## src/rtl/core_pkg.sv

```systemverilog
// rtl/core_pkg.sv - shared opcode, mux-select and FSM encodings for the 3-stage core
//
// Purpose : opcode constants (inst[6:2]), PC-select and forwarding-select
//           encodings, the sequencer state enum, and source-register usage
//           decoders shared by the sequencer and the decoder.
// Ports   : none (package).
package core_pkg;

  // Major opcodes, inst[6:2] (inst[1:0] is always 2'b11 for 32-bit encodings)
  localparam logic [4:0] OPC_LUI    = 5'b01101;
  localparam logic [4:0] OPC_AUIPC  = 5'b00101;
  localparam logic [4:0] OPC_JAL    = 5'b11011;
  localparam logic [4:0] OPC_JALR   = 5'b11001;
  localparam logic [4:0] OPC_BRANCH = 5'b11000;
  localparam logic [4:0] OPC_LOAD   = 5'b00000;
  localparam logic [4:0] OPC_STORE  = 5'b01000;
  localparam logic [4:0] OPC_OP_IMM = 5'b00100;
  localparam logic [4:0] OPC_OP     = 5'b01100;
  localparam logic [4:0] OPC_SYSTEM = 5'b11100;

  // PC mux select
  localparam logic [1:0] PC_SEL_PC4   = 2'd0;
  localparam logic [1:0] PC_SEL_ALU   = 2'd1;
  localparam logic [1:0] PC_SEL_RESET = 2'd2;
  localparam logic [1:0] PC_SEL_HOLD  = 2'd3;

  // ALU operand source select
  localparam logic [1:0] FWD_RF      = 2'd0;
  localparam logic [1:0] FWD_WB_ALU  = 2'd1;
  localparam logic [1:0] FWD_WB_LOAD = 2'd2;

  typedef enum logic [1:0] {
    BOOT  = 2'd0,
    RUN   = 2'd1,
    FLUSH = 2'd2
  } state_t;

  // rs1 is read by JALR, BRANCH, LOAD, STORE, OP-IMM, OP and the
  // register form of CSRRW (funct3 = 001).
  function automatic logic uses_rs1(input logic [4:0] op, input logic [2:0] funct3);
    logic used;
    used = 1'b0;
    case (op)
      OPC_JALR, OPC_BRANCH, OPC_LOAD, OPC_STORE, OPC_OP_IMM, OPC_OP: used = 1'b1;
      OPC_SYSTEM: used = (funct3 == 3'b001);
      default: used = 1'b0;
    endcase
    return used;
  endfunction

  // rs2 is read by BRANCH, STORE (store data) and OP.
  function automatic logic uses_rs2(input logic [4:0] op);
    logic used;
    used = 1'b0;
    case (op)
      OPC_BRANCH, OPC_STORE, OPC_OP: used = 1'b1;
      default: used = 1'b0;
    endcase
    return used;
  endfunction

endpackage

```

## src/rtl/pipe_perf_cnt.sv

```systemverilog
// rtl/pipe_perf_cnt.sv - cycle and retired-instruction performance counters
//
// Purpose : free-running cycle counter and retire counter, both wrapping
//           modulo 2^CNT_W; a clear strobe beats a same-cycle increment.
// Ports   : clk          in   core clock
//           rst_n        in   synchronous active-low reset
//           cnt_clr      in   clear both counters on the next edge
//           retire       in   one instruction retires this cycle
//           cycle_cnt    out  cycles since reset/clear
//           instret_cnt  out  retired instructions since reset/clear
module pipe_perf_cnt #(
  parameter int CNT_W = 32
) (
  input  logic             clk,
  input  logic             rst_n,
  input  logic             cnt_clr,
  input  logic             retire,
  output logic [CNT_W-1:0] cycle_cnt,
  output logic [CNT_W-1:0] instret_cnt
);

  logic [CNT_W-1:0] cycle_q;
  logic [CNT_W-1:0] instret_q;

  always_ff @(posedge clk) begin
    if (!rst_n || cnt_clr) begin
      cycle_q   <= '0;
      instret_q <= '0;
    end else begin
      // Plain binary add; overflow drops the carry, giving the wrap.
      cycle_q <= cycle_q + CNT_W'(1);
      if (retire) begin
        instret_q <= instret_q + CNT_W'(1);
      end
    end
  end

  assign cycle_cnt   = cycle_q;
  assign instret_cnt = instret_q;

endmodule

```

## src/rtl/pipe_hazard_ctrl.sv

```systemverilog
// rtl/pipe_hazard_ctrl.sv - boot/flush/stall sequencer and WB->X forwarding for the 3-stage core
//
// Purpose : owns the boot sequence, PC-select mux, wrong-path flush after
//           jumps/taken branches, global freeze on memory stall, WB->X
//           operand forwarding selects and the performance counters.
// Ports   : clk, rst_n                      clock, synchronous active-low reset
//           x_inst, x_valid, x_br_taken     instruction in X and its branch result
//           wb_rd, wb_regwen, wb_is_load,
//           wb_valid                        WB-stage writeback description
//           mem_stall                       freeze the pipeline this cycle
//           cnt_clr                         clear both perf counters
//           pc_sel                          0 PC+4, 1 ALU target, 2 reset vector, 3 hold
//           stage_en                        enable for PC and pipeline registers
//           x_kill                          bubble the instruction entering X
//           fwd_a, fwd_b                    ALU operand sources for rs1 / rs2
//           cycle_cnt, instret_cnt          performance counters
module pipe_hazard_ctrl
  import core_pkg::*;
#(
  parameter int CNT_W = 32
) (
  input  logic             clk,
  input  logic             rst_n,
  input  logic [31:0]      x_inst,
  input  logic             x_valid,
  input  logic             x_br_taken,
  input  logic [4:0]       wb_rd,
  input  logic             wb_regwen,
  input  logic             wb_is_load,
  input  logic             wb_valid,
  input  logic             mem_stall,
  input  logic             cnt_clr,
  output logic [1:0]       pc_sel,
  output logic             stage_en,
  output logic             x_kill,
  output logic [1:0]       fwd_a,
  output logic [1:0]       fwd_b,
  output logic [CNT_W-1:0] cycle_cnt,
  output logic [CNT_W-1:0] instret_cnt
);

  state_t state;
  state_t state_next;

  logic [4:0] op;
  logic [2:0] funct3;
  logic [4:0] rs1;
  logic [4:0] rs2;
  logic       redirect;
  logic       wb_writes;
  logic       hit_a;
  logic       hit_b;
  logic       unused_inst_bits;

  assign op     = x_inst[6:2];
  assign funct3 = x_inst[14:12];
  assign rs1    = x_inst[19:15];
  assign rs2    = x_inst[24:20];

  // Remaining instruction fields carry nothing the sequencer needs.
  assign unused_inst_bits = ^{x_inst[31:25], x_inst[11:7], x_inst[1:0]};

  assign redirect = x_valid &
                    ((op == OPC_JAL) | (op == OPC_JALR) | ((op == OPC_BRANCH) & x_br_taken));

  always_ff @(posedge clk) begin
    if (!rst_n) begin
      state <= BOOT;
    end else begin
      state <= state_next;
    end
  end

  always_comb begin
    state_next = state;
    pc_sel     = PC_SEL_PC4;
    stage_en   = 1'b1;
    x_kill     = 1'b0;
    if (!rst_n) begin
      state_next = BOOT;
      pc_sel     = PC_SEL_RESET;
      x_kill     = 1'b1;
    end else if (mem_stall) begin
      // Whole pipe frozen: inputs do not move, so any redirect in X is
      // simply re-evaluated once the stall drops.
      stage_en = 1'b0;
      pc_sel   = PC_SEL_HOLD;
    end else begin
      case (state)
        BOOT: begin
          pc_sel     = PC_SEL_RESET;
          x_kill     = 1'b1;
          state_next = RUN;
        end
        RUN: begin
          if (redirect) begin
            pc_sel     = PC_SEL_ALU;
            state_next = FLUSH;
          end
        end
        FLUSH: begin
          // Old PC+4 was already fetched; squash it. Redirects are ignored
          // here because X will hold that bubble next.
          x_kill     = 1'b1;
          state_next = RUN;
        end
        default: begin
          pc_sel     = PC_SEL_RESET;
          x_kill     = 1'b1;
          state_next = BOOT;
        end
      endcase
    end
  end

  // x0 is hardwired to zero, so a WB write to it never forwards.
  assign wb_writes = wb_valid & wb_regwen & (wb_rd != 5'd0);
  assign hit_a     = wb_writes & (wb_rd == rs1) & uses_rs1(op, funct3);
  assign hit_b     = wb_writes & (wb_rd == rs2) & uses_rs2(op);

  always_comb begin
    fwd_a = FWD_RF;
    fwd_b = FWD_RF;
    if (rst_n) begin
      if (hit_a) begin
        fwd_a = wb_is_load ? FWD_WB_LOAD : FWD_WB_ALU;
      end
      if (hit_b) begin
        fwd_b = wb_is_load ? FWD_WB_LOAD : FWD_WB_ALU;
      end
    end
  end

  pipe_perf_cnt #(
    .CNT_W(CNT_W)
  ) u_perf (
    .clk        (clk),
    .rst_n      (rst_n),
    .cnt_clr    (cnt_clr),
    .retire     (wb_valid & stage_en),
    .cycle_cnt  (cycle_cnt),
    .instret_cnt(instret_cnt)
  );

endmodule
```

## config.mk

```make
export PLATFORM = sky130hd
export DESIGN_NAME = pipe_hazard_ctrl
export DESIGN_NICKNAME = d
export VERILOG_FILES = /design/src/rtl/core_pkg.sv /design/src/rtl/pipe_perf_cnt.sv /design/src/rtl/pipe_hazard_ctrl.sv
export SDC_FILE = /design/constraint.sdc
export NUM_CORES = 1
export LEC_CHECK = 0
export CORE_MARGIN = 3
export CORE_UTILIZATION = 30
export DETAILED_ROUTE_END_ITERATION = 16
export PLACE_DENSITY = 0.66
export SLEW_MARGIN = 5
export SYNTH_ARGS = -nofsm -noshare
export SYNTH_HDL_FRONTEND = slang
export SYNTH_HIERARCHICAL = 1
export SYNTH_SLANG_ARGS = --single-unit
```

## constraint.sdc

```tcl
create_clock -name clk -period 2.7 [get_ports clk]
set_input_delay 0.54 -clock clk [delete_from_list [all_inputs] [get_ports clk]]
set_output_delay 0.54 -clock clk [all_outputs]
set_load 0.05 [all_outputs]
```

==> reports/qor.json <==
{
  "placed_cell_area": {"value": 4800, "unit": "um^2"},
  "timing.rr.end": {"value": "u_perf/instret_cnt[17]$_SDFFE_PP0P_"},
  "report.final.hold_viol_count": {"value": 0},
  "finClkSkew": {"value": 8.40, "unit": "ps"},
  "cpMaxStageDelayCell": {"value": "or4_4"},
  "cts_hold_repair.buffers": {"value": 0},
  "crit_chain": {"value": "clkdlybuf4s50_1 -> or4_4 -> o2111ai_4 -> nor3_1 -> buf_4 -> buf_12"},
  "worst-path-max-fanout": {"value": 4},
  "clkSlewWorstSetupHoldPaths": {"value": 60, "unit": "ps"},
  "max_cap_violations": {"value": 0},
  "hold_ws": {"value": 477, "unit": "ps"},
  "top_cells_by_count": {"value": "dfxtp_1 (66), nor2_1 (34), nand2_1 (28), a21oi_1 (27), nand3_1 (26)"},
  "rsz0062_at_grt": {"value": "no"},
  "synthDominantAreaCellType": {"value": "dfxtp_1"},
  "regToRegStartpoint": {"value": "u_perf/instret_cnt[3]$_SDFFE_PP0P_"},
  "critical_path_required": {"value": 2160, "unit": "ps"},
  "post_synth_fa_ha_maj_area_fraction": {"value": 1.82, "unit": "%"},
  "clkLatencyLatePin": {"value": 320, "unit": "ps"},
  "critical_path_arrival": {"value": 2080, "unit": "ps"},
  "p_sw_share": {"value": 23.7, "unit": "%"},
  "die_width": {"value": 113, "unit": "um"},
  "post-cts-setup-buffers": {"value": 0},
  "synthCells": {"value": 406},
  "layout_min_cycle_time": {"value": 2620, "unit": "ps"},
  "clock_power_share": {"value": 50.4, "unit": "%"},
  "synth.mux.area_fraction": {"value": 2.33, "unit": "%"},
  "holdPathEnd": {"value": "u_perf/cycle_cnt[31]$_SDFF_PP0_"},
  "power_sequential": {"value": 983, "unit": "uW"},
  "yosys_register_bits": {"value": 66},
  "edf_count": {"value": 0},
  "finalNetCount": {"value": 578},
  "routedWlPerCell": {"value": 14.2, "unit": "um"},
  "drtIter0Drc": {"value": 230},
  "yosys_cells": {"value": 406},
  "netlist_area": {"value": 3440, "unit": "um^2"},
  "final_layout_top_logic_cells": {"value": "clkdlybuf4s50_1 (92), dfxtp_1 (66), nor2_1 (34)"},
  "worst_ir_drop_vdd": {"value": 318, "unit": "uV"},
  "synth-async-reset-ratio": {"value": 0, "unit": "%"},
  "worst_path_largest_cell_delay": {"value": 460, "unit": "ps"},
  "area_leaders": {"value": "dfxtp_1 (38%), xnor2_1 (5.3%), a21oi_1 (3.9%)"},
  "diodes": {"value": 0},
  "global_route_wire_length_before_repair": {"value": 15.4, "unit": "mm"},
  "xor_share": {"value": 8.66, "unit": "%"},
  "grt_usage": {"value": 14.7, "unit": "%"},
  "final_area": {"value": 5110, "unit": "um^2"},
  "fp_nets": {"value": 457},
  "critical_path.endpoint": {"value": "fwd_a[0]"},
  "fmax": {"value": 382, "unit": "MHz"},
  "cp-startpoint": {"value": "wb_rd[1]"},
  "layout_top_cell_excl_fill_tap": {"value": "clkdlybuf4s50_1"},
  "compound_area_share": {"value": 13.2, "unit": "%"},
  "powerComb": {"value": 185, "unit": "uW"},
  "area.growth.synth_to_final": {"value": 48.7, "unit": "%"},
  "cts_buffer_depth": {"value": 2},
  "clock_power": {"value": 1190, "unit": "uW"},
  "route.layer.met1.wl": {"value": 4.49, "unit": "mm"},
  "setup_total_negative_slack": {"value": 0, "unit": "ps"},
  "chipArea": {"value": 12800, "unit": "um^2"},
  "dr_pass1_iterations": {"value": 5},
  "synth.yosys.warnings": {"value": 6},
  "most_used_routing_layer_in_global_routing": {"value": "met2"},
  "criticalPathCategory": {"value": "in -> out"},
  "crit_path_start_kind": {"value": "input port"},
  "max-slew-margin-rel": {"value": 55.1, "unit": "%"},
  "worst-path-stages": {"value": 6},
  "p_leak": {"value": 0.00170, "unit": "uW"},
  "routed-wl-met3": {"value": 419, "unit": "um"},
  "maxUsedRoutingLayer": {"value": "met4"},
  "power_frac_seq": {"value": 41.8, "unit": "%"},
  "detail_route.drc_violations": {"value": 0},
  "die_height": {"value": 113, "unit": "um"},
  "portBuffers": {"value": 103},
  "power_density": {"value": 460, "unit": "nW/um^2"},
  "clock-root-buffer": {"value": "clkbuf_16"},
  "finalMaxSlewViolations": {"value": 0},
  "route.antenna.remaining_nets": {"value": 0},
  "grt_start_max_net_pins": {"value": 30},
  "post_route_cells_drive_above_1_share": {"value": 12.0, "unit": "%"},
  "r2r_cells": {"value": 5},
  "synthDominantCellAreaShare": {"value": 38.4, "unit": "%"},
  "gpl.final_weighted_congestion": {"value": 0.798},
  "synth_dominant_cell_count": {"value": "dfxtp_1"},
  "worstHoldPathCells": {"value": 2},
  "routed-wl-met2": {"value": 4.56, "unit": "mm"},
  "rrSetupSlack": {"value": 580, "unit": "ps"},
  "p_switching": {"value": 559, "unit": "uW"},
  "use_met1": {"value": 19.5, "unit": "%"},
  "timing.final.setup_violations": {"value": 0},
  "combinationalPowerShare": {"value": 7.8, "unit": "%"},
  "cts_made_buffers": {"value": 9},
  "cp-end-kind": {"value": "primary output"},
  "tritoncts": {"value": "yes"},
  "globalRouteOverflowTotal": {"value": 0},
  "finalClockPeriodUsage": {"value": 97.0, "unit": "%"},
  "initial_antenna_violation_count": {"value": 0},
  "dp_cells": {"value": 656},
  "grt_pass1_vias": {"value": 3205},
  "status": {"value": "finished clean"},
  "cts_resized": {"value": 3},
  "yosys.stat.seqShare": {"value": 38.4, "unit": "%"},
  "internal_power": {"value": 1790, "unit": "uW"},
  "synth_cell_type_count": {"value": 42},
  "number_of_warnings_the_tools_reported": {"value": 42},
  "largestPowerGroup": {"value": "clock"},
  "average_instance_area_after_synthesis": {"value": 8.47, "unit": "um^2"},
  "max_slew.worst_pin.slew": {"value": 668, "unit": "ps"},
  "prevailing_post_synth_register_cell": {"value": "dfxtp_1"},
  "htree_num_levels": {"value": 3},
  "worstHoldStart": {"value": "u_perf/cycle_cnt[31]$_SDFF_PP0_"},
  "chip_area_from_the_yosys_synthesis_statistics": {"value": 3440, "unit": "um^2"},
  "holdCritPathClass": {"value": "reg -> reg"},
  "grt_use_met3": {"value": 3.64, "unit": "%"},
  "viasPerCell": {"value": 5.09},
  "io_pins": {"value": 118},
  "synth.logic.top_family": {"value": "simple AND/OR/NAND/NOR gates"},
  "critPathBufInv": {"value": 3},
  "yosys_simple_share": {"value": 31.2, "unit": "%"},
  "cts_sinks": {"value": 66},
  "crit_family": {"value": "buffers and inverters"},
  "dp_hpwl": {"value": 7.20, "unit": "mm"}
}
==> flip-flops by register name (all words and copies together) (netlist names) <==
register and flops:
u_perf/instret_cnt 32, u_perf/cycle_cnt 32, state 2
==> final cells by class <==
class / instances / area [um^2]
fillers: 1110 / 5920
multi-input cells: 308 / 1980
flip-flops and latches: 66 / 1320
repair buffers: 127 / 1270
clock buffers: 9 / 225
well taps: 140 / 175
clock inverters: 7 / 78.8
inverters: 15 / 56.3
==> metrics by stage <==
stage	utilization (%)	worst slack (ps)	total power, uW
finish	46.4	81.8	2350
detailed placement	43.5	-10.1	1190
global placement	43.5	17.1	1190
global route	46.4	8.49	2440
CTS	46.2	45.7	2390
floorplan	-	29.2	1090
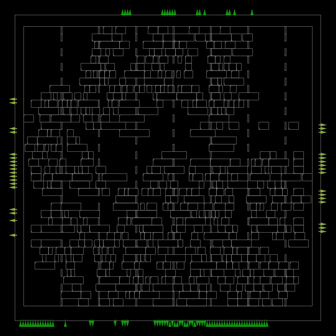
placement.png
Non-Filler Instances: 672
number of sequential cells in the layout: 66
sequential portion of the cell area: 25.8%
number of rows in the core area: 38

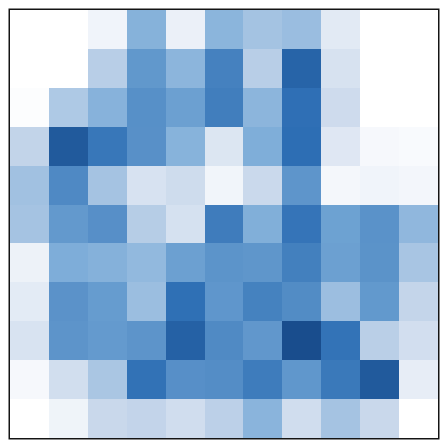
cell_density.png
11 x 11 tiles, from white (low) to dark blue (high), 0 to 100% covered.
- densest ninth of the die: bottom middle
- nearly empty tiles: 11%
- mean over tiles: 39%
core region area: 11000 um^2
initial core utilization: 31.2%
Util after Layout: 46.4%

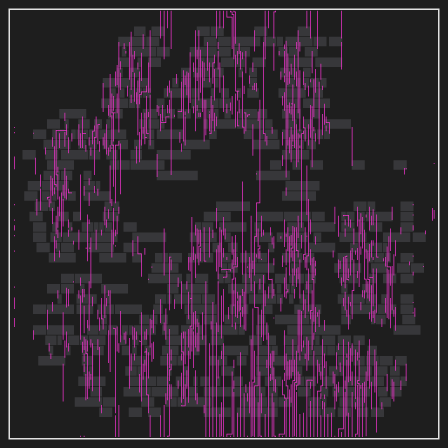
layer_met2.png
- main direction: vertical
- nets with wire on the layer: 496
- longest straight run: 41.0 um
global-route track usage on met2: 24.0%
overall via count from detail_route: 3423
post-detailed-routing wire length: 9.54 mm

Power figures rest on the tool's default switching activity, not on a simulated workload.
